### src/rtl/cpu_pkg.sv
// Shared definitions for the multi-cycle MIPS CPU: opcodes, PC source
// selects and the fetch-stage state encoding.
package cpu_pkg;

  localparam logic [5:0] OP_J   = 6'b000001;
  localparam logic [5:0] OP_JAL = 6'b000011;
  localparam logic [5:0] OP_BNE = 6'b100001;
  localparam logic [5:0] OP_BLT = 6'b100010;
  localparam logic [5:0] OP_BLE = 6'b100011;

  typedef enum logic [1:0] {
    PCSRC_SEQ  = 2'b00,
    PCSRC_BR   = 2'b01,
    PCSRC_JMP  = 2'b10,
    PCSRC_HOLD = 2'b11
  } pc_src_e;

  typedef enum logic [1:0] {
    ST_IDLE  = 2'b00,
    ST_FETCH = 2'b01,
    ST_HOLD  = 2'b10
  } fetch_state_e;

endpackage

### src/rtl/next_pc_calc.sv
// Combinational next-PC selection for sequential, branch and jump flow.
// PC is a word index, so the branch offset is added without scaling.
module next_pc_calc
  import cpu_pkg::*;
#(
  parameter int PC_W = 32
) (
  input  logic [PC_W-1:0] pc,
  input  logic [15:0]     imm16,
  input  logic [25:0]     target26,
  input  logic [1:0]      pc_src,
  input  logic            branch_taken,
  output logic [PC_W-1:0] pc_plus1,
  output logic [PC_W-1:0] next_pc
);

  logic signed [PC_W-1:0] offset;
  logic [PC_W-1:0]        branch_target;
  logic [PC_W-1:0]        jump_target;

  assign pc_plus1      = pc + PC_W'(1);
  assign offset        = PC_W'(signed'(imm16));
  assign branch_target = pc_plus1 + $unsigned(offset);
  assign jump_target   = PC_W'(target26);

  always_comb begin
    next_pc = pc_plus1;
    case (pc_src_e'(pc_src))
      PCSRC_SEQ:  next_pc = pc_plus1;
      PCSRC_BR:   next_pc = branch_taken ? branch_target : pc_plus1;
      PCSRC_JMP:  next_pc = jump_target;
      PCSRC_HOLD: next_pc = pc;
      default:    next_pc = pc_plus1;
    endcase
  end

endmodule

### src/rtl/instr_fetch_unit.sv
// Fetch stage: owns the PC, latches the IMem word into IR one cycle after a
// fetch request, and applies control-requested PC updates while holding.
module instr_fetch_unit
  import cpu_pkg::*;
#(
  parameter int              PC_W     = 32,
  parameter logic [PC_W-1:0] RESET_PC = '0
) (
  input  logic            clk,
  input  logic            rst_n,
  output logic [PC_W-1:0] imem_pc,
  input  logic [31:0]     imem_instr,
  input  logic            fetch_start,
  input  logic            pc_write,
  input  logic [1:0]      pc_src,
  input  logic            branch_taken,
  output logic [31:0]     ir,
  output logic            ir_valid,
  output logic [5:0]      opcode,
  output logic [4:0]      reg_a,
  output logic [4:0]      reg_b,
  output logic [4:0]      reg_c,
  output logic [15:0]     imm16,
  output logic [25:0]     target26,
  output logic [PC_W-1:0] pc,
  output logic [PC_W-1:0] pc_plus1,
  output logic [PC_W-1:0] instr_count
);

  fetch_state_e    state, state_next;
  logic [PC_W-1:0] next_pc;

  next_pc_calc #(.PC_W(PC_W)) u_next_pc (
    .pc           (pc),
    .imm16        (imm16),
    .target26     (target26),
    .pc_src       (pc_src),
    .branch_taken (branch_taken),
    .pc_plus1     (pc_plus1),
    .next_pc      (next_pc)
  );

  always_comb begin
    state_next = state;
    ir_valid   = 1'b0;
    case (state)
      ST_IDLE:  if (fetch_start) state_next = ST_FETCH;
      ST_FETCH: state_next = ST_HOLD;
      ST_HOLD: begin
        ir_valid = 1'b1;
        if (fetch_start) state_next = ST_FETCH;
      end
      default:  state_next = ST_IDLE;
    endcase
  end

  // The PC update and the fetch request may share a HOLD edge, so the
  // following FETCH cycle already presents the updated address to IMem.
  always_ff @(posedge clk) begin
    if (!rst_n) begin
      state       <= ST_IDLE;
      pc          <= RESET_PC;
      ir          <= '0;
      instr_count <= '0;
    end else begin
      state <= state_next;
      if (state == ST_HOLD && pc_write) pc <= next_pc;
      if (state == ST_FETCH) begin
        ir          <= imem_instr;
        instr_count <= instr_count + PC_W'(1);
      end
    end
  end

  assign imem_pc  = pc;
  assign opcode   = ir[31:26];
  assign reg_a    = ir[25:21];
  assign reg_b    = ir[20:16];
  assign reg_c    = ir[15:11];
  assign imm16    = ir[15:0];
  assign target26 = ir[25:0];

endmodule
### config.mk
export PLATFORM = sky130hd
export DESIGN_NAME = instr_fetch_unit
export DESIGN_NICKNAME = d
export VERILOG_FILES = /design/src/rtl/cpu_pkg.sv /design/src/rtl/next_pc_calc.sv /design/src/rtl/instr_fetch_unit.sv
export SDC_FILE = /design/constraint.sdc
export NUM_CORES = 1
export LEC_CHECK = 0
export CAP_MARGIN = 20
export CORE_MARGIN = 2
export CORE_UTILIZATION = 52
export CTS_BUF_LIST = sky130_fd_sc_hd__clkbuf_4 sky130_fd_sc_hd__clkbuf_8
export CTS_CLUSTER_DIAMETER = 100
export DETAILED_ROUTE_END_ITERATION = 12
export MAX_ROUTING_LAYER = met4
export PLACE_DENSITY = 0.9
export REMOVE_ABC_BUFFERS = 1
export SYNTH_ARGS = -nofsm -noshare
export SYNTH_HDL_FRONTEND = slang
export SYNTH_HIERARCHICAL = 1
export SYNTH_SLANG_ARGS = --single-unit
### constraint.sdc
create_clock -name clk -period 5.6 [get_ports clk]
set_clock_uncertainty 0.2 [all_clocks]
set_input_delay 1.4 -clock clk [delete_from_list [all_inputs] [get_ports clk]]
set_output_delay 1.4 -clock clk [all_outputs]
set_load 0.02 [all_outputs]
==> Changelog: implementation, run 1 <==
## Implementation

* Clk slew on worst S/H paths at roughly 0.10 ns
* Pleak at between 0.003 and 0.004 uW
* Peak VDD IR at about 0.000095 V
* Initial antenna violation count at 0
* Initial core utilization at between 50% and 60%
* Placer congestion estimate at 0.945
* Post-place setup slack at between 1 and 1.5 ns
* Worst-Margin Slew at roughly 0.92 ns
* Worst slew margin at 38.3%
* Critical path launch point: imem_pc[2]
* Top cells by area: dfxtp_1 25%, nand2_1 9.6%, buf_4 9.2%
* Clk sinks at between 90 and 100
* Drt drc at 0
* Final Max Slew Viols at 0
* Yosys top cell by area: dfxtp_1
* DP HPWL at roughly 18,000 um
* R2R Path End: imem_pc[28]
* Postcts setup bufs at 0
* Dominant register cell: dfxtp_1
* Count of library flops with an enable pin at 0
* CP arrival at roughly 3.4 ns
* Share of layout cells above drive strength 1 at around 5.2%
* Crit path DRT at around 4 ns
* Power density over cell area at approximately 160 nW/um2
* WHS at roughly 0.28 ns
* CP endpoint: pc_plus1[27]
* PostCTS Resize Cnt at 0
* Area reported by Yosys stat at 7750 um2
* Port bufs at between 200 and 300
* Synth Area per Inst at 7.50 um2
* Ys cells at between 1k and 1.5k
* Registers, synthesis at about 100
* Cell Area, Synth at between 7000 and 8000 um2
* CP Capture Type: output pin
* Setup_tns at 0 ns
* Die area at ~16,000 um2
* TritonCTS clock tree: done
* Fmax at approximately 0.20 GHz
* Layout Nets at roughly 1.3k
* Post-synth seq share at 25.3%
* Post-CTS Hold Buffers at 0
* RSZ-0062 raised after global routing: false
* Die width at between 100 and 150 um
* TritonCTS buffer count at 9
* Synthesis-to-layout area growth at 29.0%
* Largest net degree at the start of global routing at 39
* Crit Path Max Fanout at 9
* Ys Warns at 6
* CTS Root Buffer Type: clkbuf_8
* FFs w/ async S/R, synth at 0%
* Tmin final at about 5.0 ns
* Max clock buf depth at 2
* Worst setup margin at a little under 0.6 ns
* Final count of hold timing violations at 0
* Post-synthesis cell type count at roughly 68
* Outcome: finished clean
* Origin of the critical flop-to-flop path: imem_pc[2]
* Setup CP Type: flop to output pin
* Top-area cell share at 25.3%
* H-Tree Depth at 3
* Core Rows at around 44
* Fin crit share at between 80% and 90%
* First-pass GRT wire length at a little under 40,000 um
-- run 1: routing by layer --
metal	global-route usage [%]	wire [um]	up-vias
li1	-	-	3838
met1	38.0	9770	3800
met2	51.1	11800	444
met3	5.95	2420	51
met4	9.63	465	0
met5	-	0	-
-- run 1: stage by stage --
step           std cells  total power (uW)  utilization [%]  cell area (um2)
6_report            1363              1590             68.8            10000
2_1_floorplan        888               903                -             6810
4_1_cts             1363              1590             68.8            10000
3_3_place_gp        1347              1060             67.2             9770
5_1_grt             1363              1650             68.8            10000
3_5_place_dp        1347              1060             67.2             9770
-- run 1: worst min path at each step --
stage / cells after the start / startpoint / to
floorplan: 1 / state[0] / state[0]
global placement: 2 / instr_count[31] / instr_count[31]
detailed placement: 2 / ir[27] / ir[27]
CTS: 2 / ir[27] / ir[27]
global route: 2 / ir[31] / ir[31]
finish: 2 / ir[31] / ir[31]
-- run 1: cells by family (layout without fill, tap and decap cells) --
kind of cell,Yosys count,count (layout),share of synthesized area [%]
muxes,16,16,3.41
xor gates and xnor gates,63,63,7.12
AOI/OAI and AO/OA,268,268,20.8
adders and majority gates,43,43,7.04
and+or+nand+nor,382,382,23.3
buffers and inverters,163,309,13.0
DFF,98,98,25.3
-- run 1: area by class of cell --
class	instances	area, um2
clock buffer	10	131
timing repair buffer	275	2720
clock inverter	6	97.6
fill	1199	4540
inverter	18	67.6
multi-input combinational	772	4790
tap	184	230
sequential	98	1960
-- run 1: flip-flops by register name, indices dropped and copies added (netlist names) --
register	flops
state	2
ir	32
imem_pc	32
instr_count	32
-- run 1: layout by cell type, fill, tap and decap left out, types with 5 or more instances in the layout --
cell,instances
a21oi_1,141
nand2_1,199
buf_4,13
dfxtp_1,98
clkbuf_8,9
o211ai_1,5
a211oi_1,7
o21ai_0,39
nand4_1,20
a21o_1,8
nor3_1,8
and3_1,11
mux2i_1,5
and4_1,5
and2_1,8
o22ai_1,8
nand3_1,27
inv_1,17
clkdlybuf4s50_1,262
nand2b_1,13
ha_1,42
xor2_1,25
nor2_1,46
mux4_2,8
or4_1,19
xnor2_1,38
o31ai_1,19
-- run 1: power by group --
part           switching (uW)  total [uW]  internal (uW)
clock                     273         536            263
sequential               23.8         735            711
combinational             176         317            141
-- run 1: critical path, stage by stage (launching register included) --
cell             delay, ns
dfxtp_1               0.52
and4_1                0.33
nand3_1               0.11
nor2_2                0.29
and3_1                0.45
nand2_1               0.18
nor3_2                0.29
xor2_1                0.21
clkdlybuf4s50_1       0.63
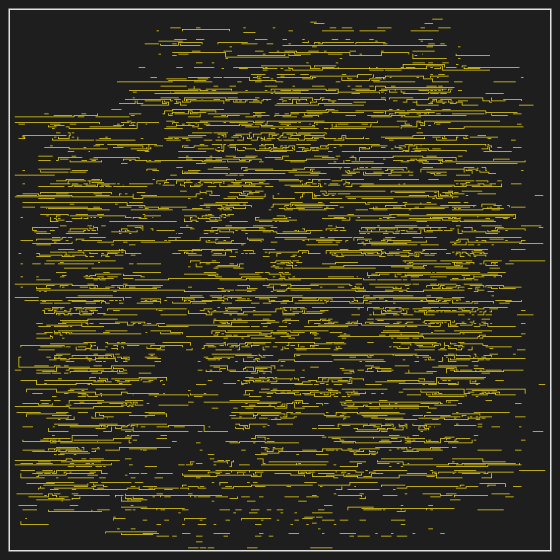
**Above:** run 1 (M1 wires).
longest straight run	38.2 um
nets with wire on the layer	1,098
main direction	horizontal
wire length on this layer	9,770 um
share of all routed wire	40%
Global Route met1 Usage: 38.0%
DR vias: 8,133
wirelength, routed: 24,500 um

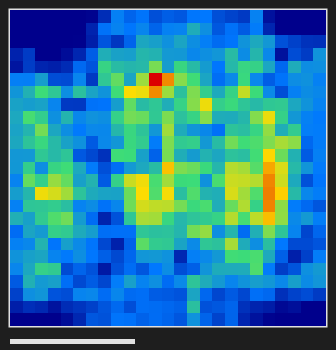
**Above:** run 1 (wiring heat map).
Bar = 50 um. 25 x 25 tiles, from dark blue (low) to red (high), scaled to the fullest tile. Values are wire area over tile area, all layers added.
tiles over half the peak	16%
mean over tiles	0.26
fullest tile	0.78
emptiest ninth of the die	north-west
nearly empty tiles	6.6%
GR Util All Layers: 30.8%
WL/cell: 17.9 um

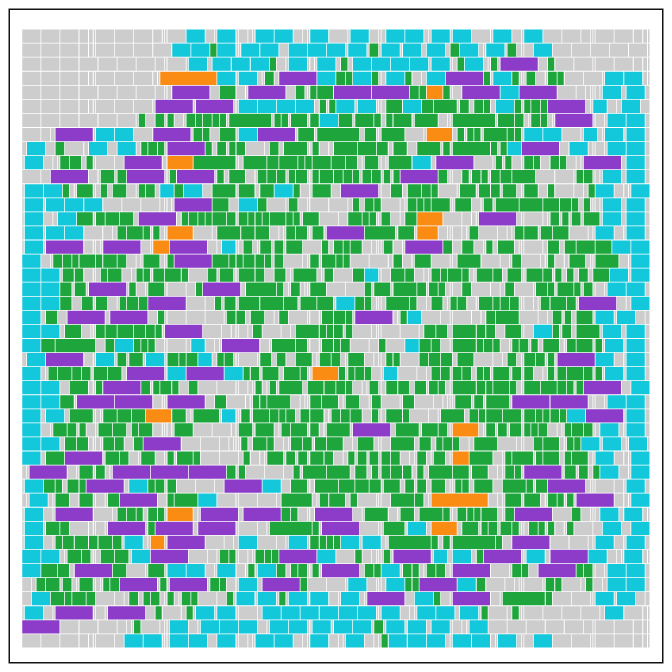
**Above:** run 1 (cells colored by class).
Fill, decap, tap and diode cells in gray.
color	class	cells
green	remaining logic cells	790
purple	registers	98
cyan	remaining buffers and delay cells	275
orange	clock drivers and dummy loads	16
post-route cell area: 10000 um2
register fraction of the total cell area: 19.6%
Final Util: 68.8%

## Run 2: what changed since run 1
--- a/config.mk
+++ b/config.mk
@@ -9,7 +9,7 @@
 export CORE_MARGIN = 2
 export CORE_UTILIZATION = 52
 export CTS_BUF_LIST = sky130_fd_sc_hd__clkbuf_4 sky130_fd_sc_hd__clkbuf_8
-export CTS_CLUSTER_DIAMETER = 100
+export CTS_CLUSTER_DIAMETER = 60
 export DETAILED_ROUTE_END_ITERATION = 12
 export MAX_ROUTING_LAYER = met4
 export PLACE_DENSITY = 0.9
@@ -18,3 +18,4 @@
 export SYNTH_HDL_FRONTEND = slang
 export SYNTH_HIERARCHICAL = 1
 export SYNTH_SLANG_ARGS = --single-unit
+export TNS_END_PERCENT = 10
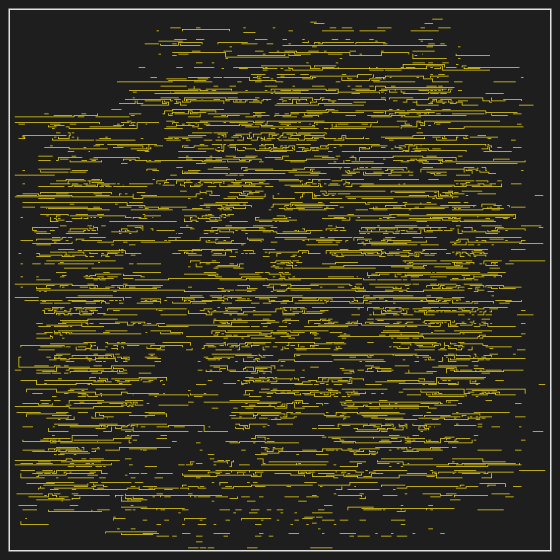
**Above:** run 2 (M1 wires).
share of all routed wire	40%
wire length on this layer	9,770 um
main direction	horizontal

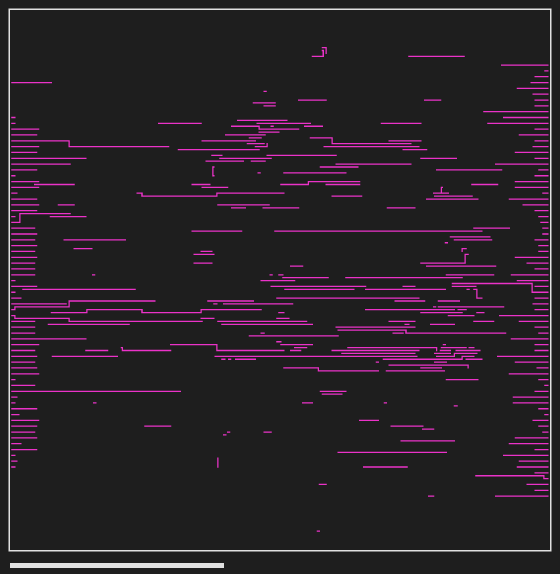
**Above:** run 2 (M3 wires).
Bar = 50 um.
wire length on this layer	2,420 um
nets with wire on the layer	228
share of all routed wire	9.9%
grt met3 use: 5.95%

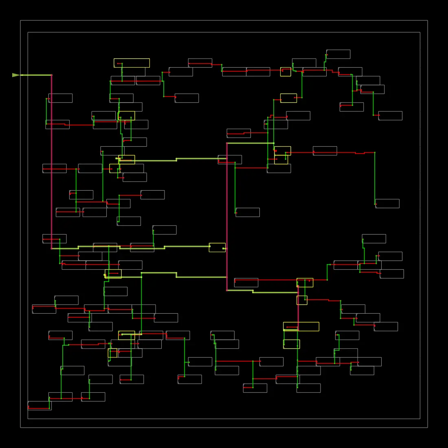
**Above:** run 2 (clock routing).
Seq cells: 98
TritonCTS buffer count: 9
clk_lat worst skew: 0.39 ns

==> Changelog: implementation, run 2 <==
## Implementation

* Outcome: finished clean
* CP max stage cell: clkdlybuf4s50_1
* Most common logic cells in the final layout: 262 x clkdlybuf4s50_1, 199 x nand2_1, 141 x a21oi_1
* CP startpoint kind: flop
* WL/cell at 17.9 um
* H-Tree Depth at 3
* GR Util All Layers at slightly above 30%
* Area reported by Yosys stat at 7750 um2
* Registers, synthesis at 98
* Worst-Margin Slew at slightly above 0.9 ns
* PostCTS Resize Cnt at 0
* Postcts setup bufs at 0
* Min-delay worst type: flop to flop
* Fmax at roughly 0.20 GHz
* Tmin final at about 5 ns
* Worst setup margin at around 0.58 ns
* Share of layout cells above drive strength 1 at 5.17%
* Clk sinks at ~98
* Pleak at about 0.0036 uW
* Port bufs at 262
* Setup CP Type: flop to output pin
* DP HPWL at 17,700 um
* Die width at approximately 130 um
* GR Layer Usage met2 at between 50 and 60%
* CP arrival at around 3.4 ns
* Yosys top cell by area: dfxtp_1
* Die area at about 16,000 um2
* TritonCTS clock tree: done
* Wirelength, routed at about 24,000 um
* Ys cells at 1,033
* First-pass GRT wire length at approximately 40,000 um
* WHS at roughly 0.28 ns
* Post-place setup slack at between 1 and 1.5 ns
* Top-area cell share at about a quarter
* Fill cells at 1,199
* Power density over cell area at roughly 160 nW/um2
* Final Max Slew Viols at 0
* Count of tool warnings at 34
* CP Capture Type: output pin
* Initial antenna violation count at 0
* Ant diodes at 0
* Most frequent logic cell in the layout: clkdlybuf4s50_1
* Initial drt markers at about 800
* I/O Pins at 263
* GR peak layer: met2
* Synthesis-to-layout area growth at 29.0%
* FFs w/ async S/R, synth at 0%
* Cell Area, Synth at 7750 um2
* Final count of hold timing violations at 0
* Max clock buf depth at 2
* Placer congestion estimate at 0.945
* Drt drc at 0
* Ys Warns at 6
* Layout Nets at 1,256
* CP cell instances: and4_1 -> nand3_1 -> nor2_2 -> and3_1 -> nand2_1 -> nor3_2 -> xor2_1 -> clkdlybuf4s50_1
* Crit Path Max Fanout at 9
* Post-synth seq share at 25.3%
* DR vias at 8,133
* Fin crit share at about nine tenths
* Post-route insts no fill at between 1k and 1.5k
* Count of library flops with an enable pin at 0
* Post-CTS Hold Buffers at 0
* Setup_tns at 0 ns
* Initial core utilization at a little over half
* CTS Root Buffer Type: clkbuf_8
* Dpl cells at about 1.3k
* Global Route met1 Usage at 38.0%
* Synth Area per Inst at ~7.5 um2
* Dominant register cell: dfxtp_1
* Worst slew margin at a little under two fifths
* Crit path DRT at ~4 ns
* Core Rows at ~44
* Synth top cell by count: nand2_1
* Largest net degree at the start of global routing at 39
* Top cells by area: dfxtp_1 25%, nand2_1 9.6%, buf_4 9.2%
* Worst path max stage delay at around 0.63 ns
* Peak VDD IR at 0.0000947 V
* Post-synthesis cell type count at approximately 68
* Clk slew on worst S/H paths at roughly 0.10 ns
* RSZ-0062 raised after global routing: false
run 2: routing by layer:
layer,wire length [um],up-vias
li1,-,3838
met1,9770,3800
met2,11800,444
met3,2420,51
met4,465,0
met5,0,-
run 2: path summary, 6_finish.rpt:
kind              cells past startpoint  startpoint            to  slack, ns
hold / removal                        2      ir[31]        ir[31]       0.28
hold reg to reg                       2      ir[31]        ir[31]       0.28
setup reg to reg                     18  imem_pc[2]   imem_pc[28]       0.85
setup / recovery                      8  imem_pc[2]  pc_plus1[27]       0.58
run 2: power by group:
group          switching (uW)  total, uW  internal (uW)
clock network             273        536            263
logic                     176        317            141
registers                23.8        735            711
run 2: worst max-delay path, delay by kind of cell (launching register included):
family | cells | cell delay (ns)
xor gates and xnor gates | 1 | 0.21
buffers and inverters | 1 | 0.63
DFF | 1 | 0.52
and+or+nand+nor | 6 | 1.65
run 2: area by class of cell:
| type | count | area, um2 | area share (%) |
|---|---|---|---|
| Multi-Input combinational cell | 772 | 4790 | 47.9 |
| Tap cell | 184 | 230 | 2.30 |
| Clock buffer | 10 | 131 | 1.31 |
| Sequential cell | 98 | 1960 | 19.6 |
| Inverter | 18 | 67.6 | 0.676 |
| Timing Repair Buffer | 275 | 2720 | 27.2 |
| Clock inverter | 6 | 97.6 | 0.976 |
run 2: logic make-up (layout without fill, tap and decap cells):
kind of cell	after synthesis	count (layout)	synth area share, %
flip-flops	98	98	25.3
adder cells (fa/ha/maj)	43	43	7.04
AND/OR/NAND/NOR	382	382	23.3
AND-OR/OR-AND	268	268	20.8
buffers and inverters	163	309	13.0
multiplexers	16	16	3.41
XOR/XNOR	63	63	7.12
run 2: stage by stage:
stage          area [um2]  total power [uW]  util [%]
3_3_place_gp         9770              1060      67.2
6_report            10000              1590      68.8
4_1_cts             10000              1590      68.8
3_5_place_dp         9770              1060      67.2
2_1_floorplan        6810               903         -
5_1_grt             10000              1650      68.8
## Run 3: what changed since run 2
--- a/config.mk
+++ b/config.mk
@@ -12,7 +12,7 @@
 export CTS_CLUSTER_DIAMETER = 60
 export DETAILED_ROUTE_END_ITERATION = 12
 export MAX_ROUTING_LAYER = met4
-export PLACE_DENSITY = 0.9
+export PLACE_DENSITY = 0.93
 export REMOVE_ABC_BUFFERS = 1
 export SYNTH_ARGS = -nofsm -noshare
 export SYNTH_HDL_FRONTEND = slang
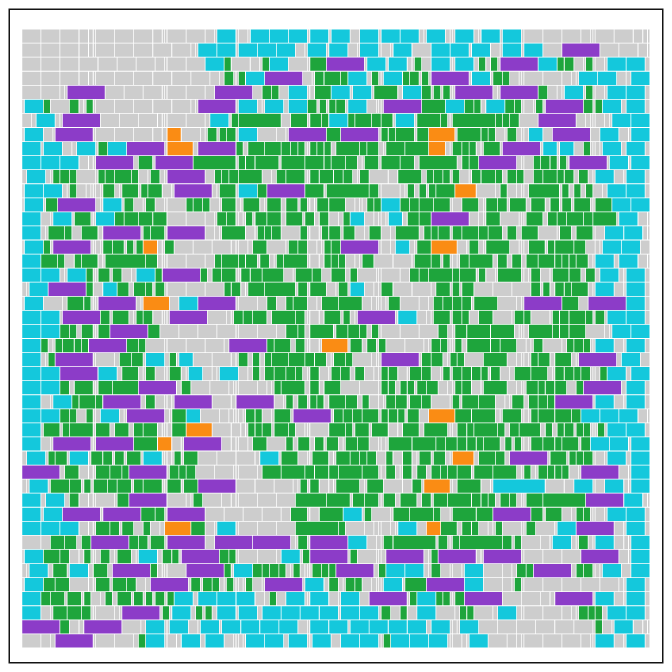
**Above:** run 3 (cells colored by class).
Fill, decap, tap and diode cells in gray.
color	class	cells
purple	registers	98
cyan	remaining buffers and delay cells	274
orange	clock drivers and dummy loads	16
green	remaining logic cells	790
Final Util: 68.6%
post-route cell area: 9970 um2
register fraction of the total cell area: 19.7%
core area: 14,500 um2
Core Rows: 44

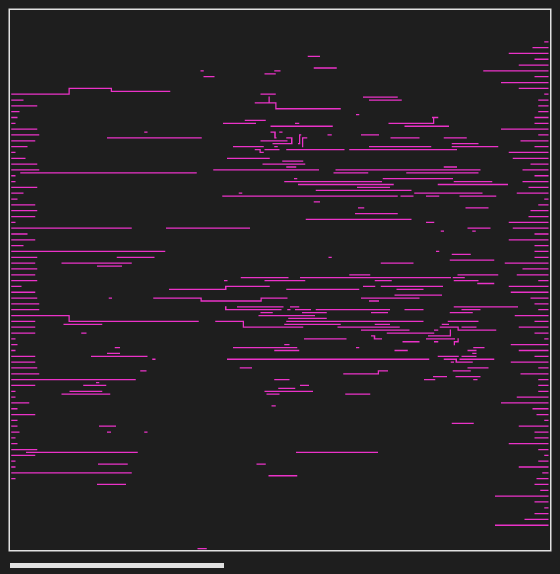
**Above:** run 3 (M3 wires).
Bar = 50 um.
longest straight run	46.9 um
wire length on this layer	2,300 um
grt met3 use: 5.52%
wirelength, routed: 24,600 um

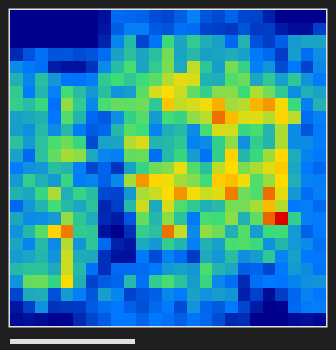
**Above:** run 3 (wiring heat map).
Bar = 50 um. 25 x 25 tiles, from dark blue (low) to red (high), scaled to the fullest tile. Values are wire area over tile area, all layers added.
GR Util All Layers: 30.5%
DR vias: 8,271
WL/cell: 18.1 um

==> Changelog: implementation, run 3 <==
## Implementation

* Min-delay worst type: flop to flop
* CP cell instances: and4_1 -> nand3_1 -> nor2_2 -> and3_1 -> nand2_1 -> nor3_2 -> xor2_1 -> clkdlybuf4s50_1
* Peak VDD IR at roughly 0.00013 V
* Tmin final at about 5.0 ns
* CTS Root Buffer Type: clkbuf_8
* CP endpoint: pc_plus1[27]
* Crit path DRT at 4.00 ns
* Clk_lat worst skew at about 0.38 ns
* Fill cells at about 1.2k
* H-Tree Depth at 3
* CP Capture Type: output pin
* Placed inst area at 9750 um2
* Crit Path Max Fanout at 9
* Die area at 15,900 um2
* Fmax at 0.198 GHz
* Dpl cells at ~1.3k
* TritonCTS buffer count at 9
* Die height at roughly 130 um
* Postcts setup bufs at 0
* CP arrival at between 3 and 4 ns
* Synth Instances at slightly above 1k
* Critical Path Stages at 8
* Final count of hold timing violations at 0
* Ys cells at roughly 1.0k
* Post-CTS Hold Buffers at 0
* Synth Area per Inst at between 7 and 8 um2
* Synth top cell by count: nand2_1
* Synthesis-to-layout area growth at 28.6%
* FFs w/ async S/R, synth at 0%
* Drt via density at 6.07
* Port bufs at 262
* Fin crit share at approximately nine tenths
* Registers, synthesis at between 90 and 100
* Max clock buf depth at 2
* Number of max-cap violations at 0
* Logic area at ~4800 um2
* Share of layout cells above drive strength 1 at approximately 5.2%
* Count of library flops with an enable pin at 0
* Drt drc at 0
* Setup_tns at 0 ns
* PostCTS Resize Cnt at 0
* Dominant register cell: dfxtp_1
* Setup CP Type: flop to output pin
* Worst path max stage delay at ~0.65 ns
* CP startpoint kind: flop
* Initial core utilization at 53.3%
* Most common logic cells in the final layout: 262 x clkdlybuf4s50_1, 199 x nand2_1, 141 x a21oi_1
* Outcome: finished clean
* R2R Path End: imem_pc[28]
* TritonCTS clock tree: done
* DP HPWL at between 15,000 and 20,000 um
* Die width at between 100 and 150 um
* Clk sinks at about 100
* WP buf/inv at 1
* R2R Setup Slk at 0.93 ns
* CP max stage cell: clkdlybuf4s50_1
* Worst R2R Path Depth at 18
* Count of tool warnings at 34
* Pleak at roughly 0.0035 uW
* Clk slew on worst S/H paths at 0.11 ns
* Ys Warns at 6
* Final Max Slew Viols at 0
* DR pass1 iterations at 7
* Placer congestion estimate at between 0.9 and 1
* Top-area cell share at around 25%
* Most frequent logic cell in the layout: clkdlybuf4s50_1
* Total Power at between 1500 and 2000 uW
* Initial antenna violation count at 0
* RSZ-0062 raised after global routing: false
* Power density over cell area at 152 nW/um2
* Largest net degree at the start of global routing at around 42
* Critical path launch point: imem_pc[2]
* Origin of the critical flop-to-flop path: imem_pc[2]
* I/O Pins at between 200 and 300
* Area reported by Yosys stat at between 7000 and 8000 um2
* Worst slew margin at between 30 and 40%
* Worst-Margin Slew at ~1 ns
* Cell Area, Synth at roughly 7700 um2
* Cell family with most CP delay: simple AND/OR/NAND/NOR gates
* Post-synth seq share at around 25%
* Top cells by area: dfxtp_1 25%, nand2_1 9.6%, buf_4 9.2%
* Sequential cell area at 1960 um2
* Layout Nets at approximately 1.3k
* First-pass GRT wire length at between 30,000 and 40,000 um
* Initial drt markers at a little over 700
* Post-route insts no fill at 1,363
* Post-synthesis cell type count at between 60 and 70
* Top cells by count: 199 x nand2_1, 141 x a21oi_1, 98 x dfxtp_1, 95 x buf_4, 46 x nor2_1
* Yosys top cell by area: dfxtp_1
==> run 3: cell counts after synthesis <==
No cell type changed its count.
==> run 3: logic make-up after synthesis <==
logic type / share of synthesized area, %
xor gates and xnor gates: 7.12
buffers and inverters: 13.0
AOI/OAI and AO/OA: 20.8
adders and majority gates: 7.04
DFF: 25.3
and+or+nand+nor: 23.3
muxes: 3.41
==> run 3: worst min-delay path by stage <==
stage          slack, ns  cells past startpoint             from               to
5_1_grt             0.30                      2           ir[26]           ir[26]
3_3_place_gp        0.26                      2  instr_count[31]  instr_count[31]
6_report            0.28                      2           ir[27]           ir[27]
3_5_place_dp        0.26                      2  instr_count[31]  instr_count[31]
2_1_floorplan       0.24                      1         state[0]         state[0]
4_1_cts             0.28                      2           ir[27]           ir[27]
==> run 3: area by class of cell <==
type,count,area share (%)
clock buffers,9,1.24
inverters,18,0.678
multi-input cells,772,48.0
diodes,1,0.0251
well taps,184,2.31
repair buffers,274,27.4
flip-flops and latches,98,19.7
clock inverters,7,0.615
==> run 3: power breakdown <==
group          total (uW)  switching [uW]  internal, uW
Clock                 459             291           169
Sequential            735            24.5           711
Combinational         316             174           141
Total                1510             490          1020
==> run 3: worst min-delay path: cells and delay by family, from the launching register on <==
family,cells,cell delay [ns]
DFF,1,0.33
and+or+nand+nor,1,0.05
AOI/OAI and AO/OA,1,0.05
==> run 3: per-layer routing <==
metal / global-route usage [%] / routed length (um)
met3: 5.52 / 2300
met4: 12.5 / 652
met5: - / 0
met1: 38.4 / 10000
met2: 48.5 / 11700
==> run 3: metrics by stage <==
stage,hold WS (ns),setup slack [ns]
2_1_floorplan,0.242,1.09
3_3_place_gp,0.257,1.11
3_5_place_dp,0.264,1.01
4_1_cts,0.280,0.578
5_1_grt,0.300,0.452
6_report,0.277,0.554
Power is estimated from default activity; no workload was simulated.
